Figure 1. Sizing map.
Scale bar: 20 um.
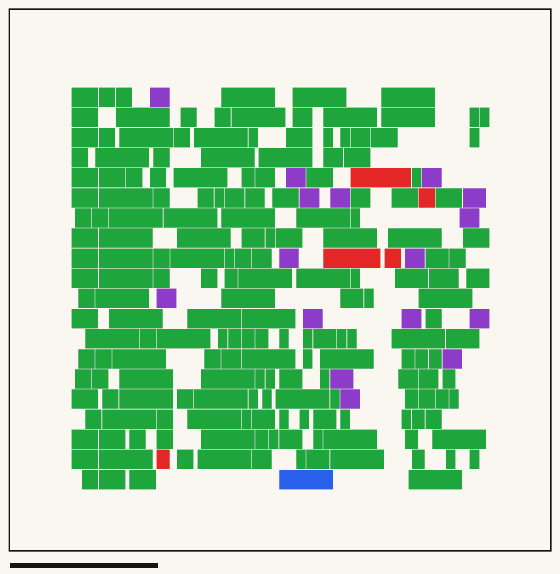
Figure 2. Logic cells by family.
Scale bar: 20 um.
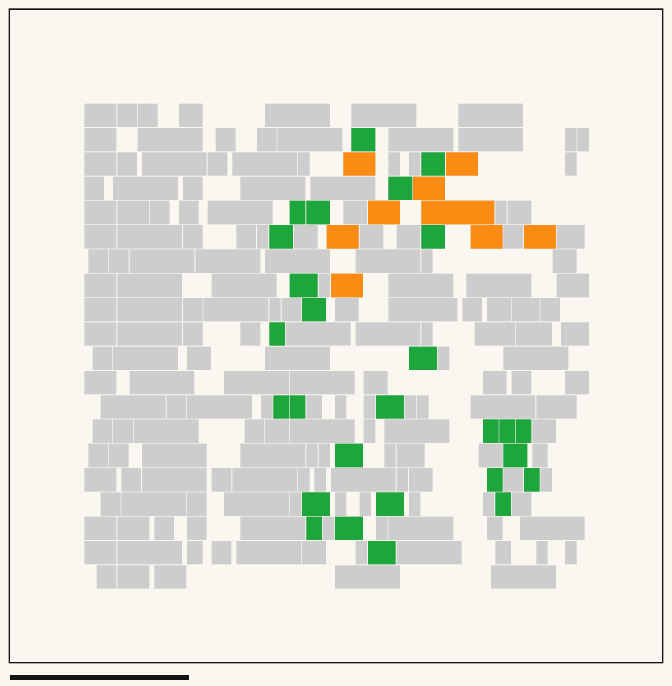
Figure 3. Where the registers sit.
Scale bar: 20 um. Other sequential cells in the stronger grey, the rest of the logic in the fainter grey.
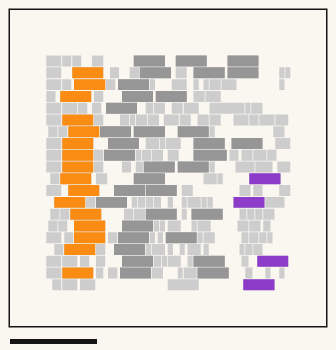
Figure 4. Placement by cell class.
Scale bar: 20 um.
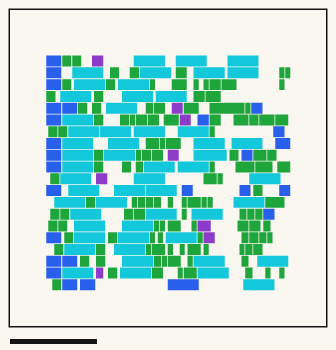
===== config.mk =====
export PLATFORM = sky130hd
export DESIGN_NAME = nes_controller_port
export DESIGN_NICKNAME = d
export VERILOG_FILES = /design/src/rtl/nes_controller_port_pkg.sv /design/src/rtl/ctrl_shift_reg.sv /design/src/rtl/nes_controller_port.sv
export SDC_FILE = /design/constraint.sdc
export NUM_CORES = 1
export LEC_CHECK = 0
export CAP_MARGIN = 0
export CORE_MARGIN = 8
export CORE_UTILIZATION = 60
export CTS_CLUSTER_DIAMETER = 150
export DETAILED_ROUTE_END_ITERATION = 10
export DONT_BUFFER_PORTS = 1
export PLACE_DENSITY_LB_ADDON = 0.1
export SYNTH_ARGS = -nofsm -noshare
export SYNTH_HDL_FRONTEND = slang
export SYNTH_SLANG_ARGS = --single-unit
export TNS_END_PERCENT = 10

===== constraint.sdc =====
create_clock -name clk -period 1.5 [get_ports clk]
set_input_delay 0.225 -clock clk [delete_from_list [all_inputs] [get_ports clk]]
set_output_delay 0.225 -clock clk [all_outputs]
set_load 0.02 [all_outputs]

===== src/rtl/nes_controller_port_pkg.sv =====
// Shared joypad definitions: button bit positions, register addresses and the
// opposing-direction mask used when latching.
package nes_controller_port_pkg;

  localparam int BTN_A      = 0;
  localparam int BTN_B      = 1;
  localparam int BTN_SELECT = 2;
  localparam int BTN_START  = 3;
  localparam int BTN_UP     = 4;
  localparam int BTN_DOWN   = 5;
  localparam int BTN_LEFT   = 6;
  localparam int BTN_RIGHT  = 7;

  localparam logic CTRL_ADDR_P1 = 1'b0;  // $4016
  localparam logic CTRL_ADDR_P2 = 1'b1;  // $4017

  localparam int NUM_PLAYERS = 2;

  typedef logic [7:0] buttons_t;

  // Physically impossible pad states (Up+Down, Left+Right) read as neither.
  function automatic buttons_t mask_opposing(input buttons_t b);
    buttons_t m;
    m = b;
    if (b[BTN_UP] && b[BTN_DOWN]) begin
      m[BTN_UP]   = 1'b0;
      m[BTN_DOWN] = 1'b0;
    end
    if (b[BTN_LEFT] && b[BTN_RIGHT]) begin
      m[BTN_LEFT]  = 1'b0;
      m[BTN_RIGHT] = 1'b0;
    end
    return m;
  endfunction

endpackage


===== src/rtl/ctrl_shift_reg.sv =====
// One joypad: input synchronizer, opposing-direction mask and the 8-bit
// parallel-load / serial-out register that fills with 1s as it drains.
module ctrl_shift_reg
  import nes_controller_port_pkg::*;
#(
  parameter int SYNC_STAGES    = 2,
  parameter bit BLOCK_OPPOSING = 1'b1
) (
  input  logic       clk,
  input  logic       reset,
  input  logic       load,
  input  logic       shift,
  input  logic [7:0] buttons,
  output logic       bit0
);

  logic [SYNC_STAGES-1:0][7:0] sync_q;
  buttons_t synced, masked, sr;

  always_ff @(posedge clk) begin
    if (reset) begin
      sync_q <= '0;
    end else begin
      sync_q[0] <= buttons;
      for (int i = 1; i < SYNC_STAGES; i++) sync_q[i] <= sync_q[i-1];
    end
  end

  assign synced = sync_q[SYNC_STAGES-1];
  assign masked = BLOCK_OPPOSING ? mask_opposing(synced) : synced;

  always_ff @(posedge clk) begin
    if (reset)      sr <= '0;
    else if (load)  sr <= masked;
    else if (shift) sr <= {1'b1, sr[7:1]};
  end

  // While strobing, software sees the live A button rather than the stale copy.
  assign bit0 = load ? masked[BTN_A] : sr[0];

endmodule


===== src/rtl/nes_controller_port.sv =====
// $4016/$4017 responder: decodes CPU accesses, owns the latch strobe and the
// P1 read counter, and serializes both pads onto data_out[0].
module nes_controller_port
  import nes_controller_port_pkg::*;
#(
  parameter logic [7:0] OPEN_BUS       = 8'h40,
  parameter int         SYNC_STAGES    = 2,
  parameter bit         BLOCK_OPPOSING = 1'b1
) (
  input  logic       clk,
  input  logic       reset,
  input  logic       cs_n,
  input  logic       addr,
  input  logic       rw,
  input  logic [7:0] data_in,
  output logic [7:0] data_out,
  output logic       data_oe,
  input  logic [7:0] buttons_p1,
  input  logic [7:0] buttons_p2,
  output logic       strobe,
  output logic [3:0] read_count_p1
);

  logic cs_prev_n, access_start, rd_active, rd_start, wr_strobe;
  logic [NUM_PLAYERS-1:0]      shift, bit0;
  logic [NUM_PLAYERS-1:0][7:0] btns;
  logic                        unused_data_in;

  assign unused_data_in = ^data_in[7:1];

  // One side effect per access regardless of how long cs_n stays low.
  assign access_start = !cs_n && cs_prev_n;
  assign rd_active    = !cs_n && rw;
  assign rd_start     = access_start && rw;
  assign wr_strobe    = access_start && !rw && (addr == CTRL_ADDR_P1);
  assign btns         = {buttons_p2, buttons_p1};

  always_ff @(posedge clk) begin
    if (reset) begin
      cs_prev_n <= 1'b1;
      strobe    <= 1'b0;
    end else begin
      cs_prev_n <= cs_n;
      if (wr_strobe) strobe <= data_in[0];
    end
  end

  always_ff @(posedge clk) begin
    if (reset || strobe)
      read_count_p1 <= '0;
    else if (rd_start && addr == CTRL_ADDR_P1 && read_count_p1 != 4'hF)
      read_count_p1 <= read_count_p1 + 4'd1;
  end

  // strobe is still 1 in the cycle it is cleared, giving the final reload.
  for (genvar p = 0; p < NUM_PLAYERS; p++) begin : g_pad
    assign shift[p] = rd_start && !strobe && (addr == 1'(p));

    ctrl_shift_reg #(
      .SYNC_STAGES    (SYNC_STAGES),
      .BLOCK_OPPOSING (BLOCK_OPPOSING)
    ) u_sr (
      .clk     (clk),
      .reset   (reset),
      .load    (strobe),
      .shift   (shift[p]),
      .buttons (btns[p]),
      .bit0    (bit0[p])
    );
  end

  assign data_oe  = rd_active;
  assign data_out = rd_active ? {OPEN_BUS[7:1], bit0[addr]} : 8'h00;

endmodule

==> results.sh <==
# source this file to load flow results
export IMPL_run_status="complete, but fails checks"
export IMPL_violations="setup timing"
export IMPL_r2r_end="read_count_p1[0]"
export IMPL_antenna_left=0
export IMPL_largest_cell_class="sequential cells"
export IMPL_logic_gates=120
export IMPL_drt_met1_wl_um=1432
export IMPL_vias=1307
export IMPL_clock_skew_ns=0.007344
export IMPL_fin_ws_ns=-0.09541
export IMPL_synthesis_area_sq_mm=0.001949
export IMPL_crit_path_start_kind="register"
export IMPL_synth_area_top_cells="dfxtp_1, nor2b_1, buf_4"
export IMPL_ys_cells=192
export IMPL_ys_async_sr_fraction_pct=0
export IMPL_core_sq_mm=0.003078
export IMPL_seq_cell_share_pct=48.62
export IMPL_top_layer="met4"
export IMPL_setup_viol=1
export IMPL_final_cell_mix="dfxtp_1, nor2b_1, dlygate4sd3_1"
export IMPL_cp_slowest_cell="mux4_2"
export IMPL_grt_max_degree=51
export IMPL_edf_count=0
export IMPL_root_buffer="clkbuf_4"
export IMPL_mux_area_share_pct=5.263
export IMPL_min_from="data_in[0]"
export IMPL_design_area_sq_mm=0.002226
export IMPL_postCtsSetupRepairBufs=0
export IMPL_io_buffers=0
export IMPL_fin_setup_tns_ns=-0.09541
export IMPL_ys_flop_type="dfxtp_1"
export IMPL_yosysWarnings=0
export IMPL_leakage_nw=0.8748
About Figure 1:
- drive 2: red (cells 5; share 2.3%)
- drive 6 and up: blue (cells 1; share 0.47%)
- drive 1 or less: green (cells 191; share 90%)
- drive 3 to 4: purple (cells 16; share 7.5%)
setup ws final: -0.09541 ns
number of signal-net buffers in the layout: 26

About Figure 2:
- multiplexers: orange (cells 9)
- inverting AOI/OAI gates: green (cells 27)
multi-input gate share of total cell area: 34.18%
Finished Layout Cells: 257
most common logic cell in the routed design: dfxtp_1

About Figure 3:
- g_pad.u_sr.sync_q: orange (flops 16)
- read_count_p1: purple (flops 4)
combined flip-flop and latch cell area: 0.001082 sq mm
sequential cell power: 1.52 mW

About Figure 4:
- clock drivers and dummy loads: purple (cells 8; share of their area 2.7%)
- other buffers and delay cells: blue (cells 26; share of their area 12%)
- flip-flops: cyan (cells 54; share of their area 50%)
- all other logic: green (cells 125; share of their area 36%)

Power and IR drop assume default switching activity.
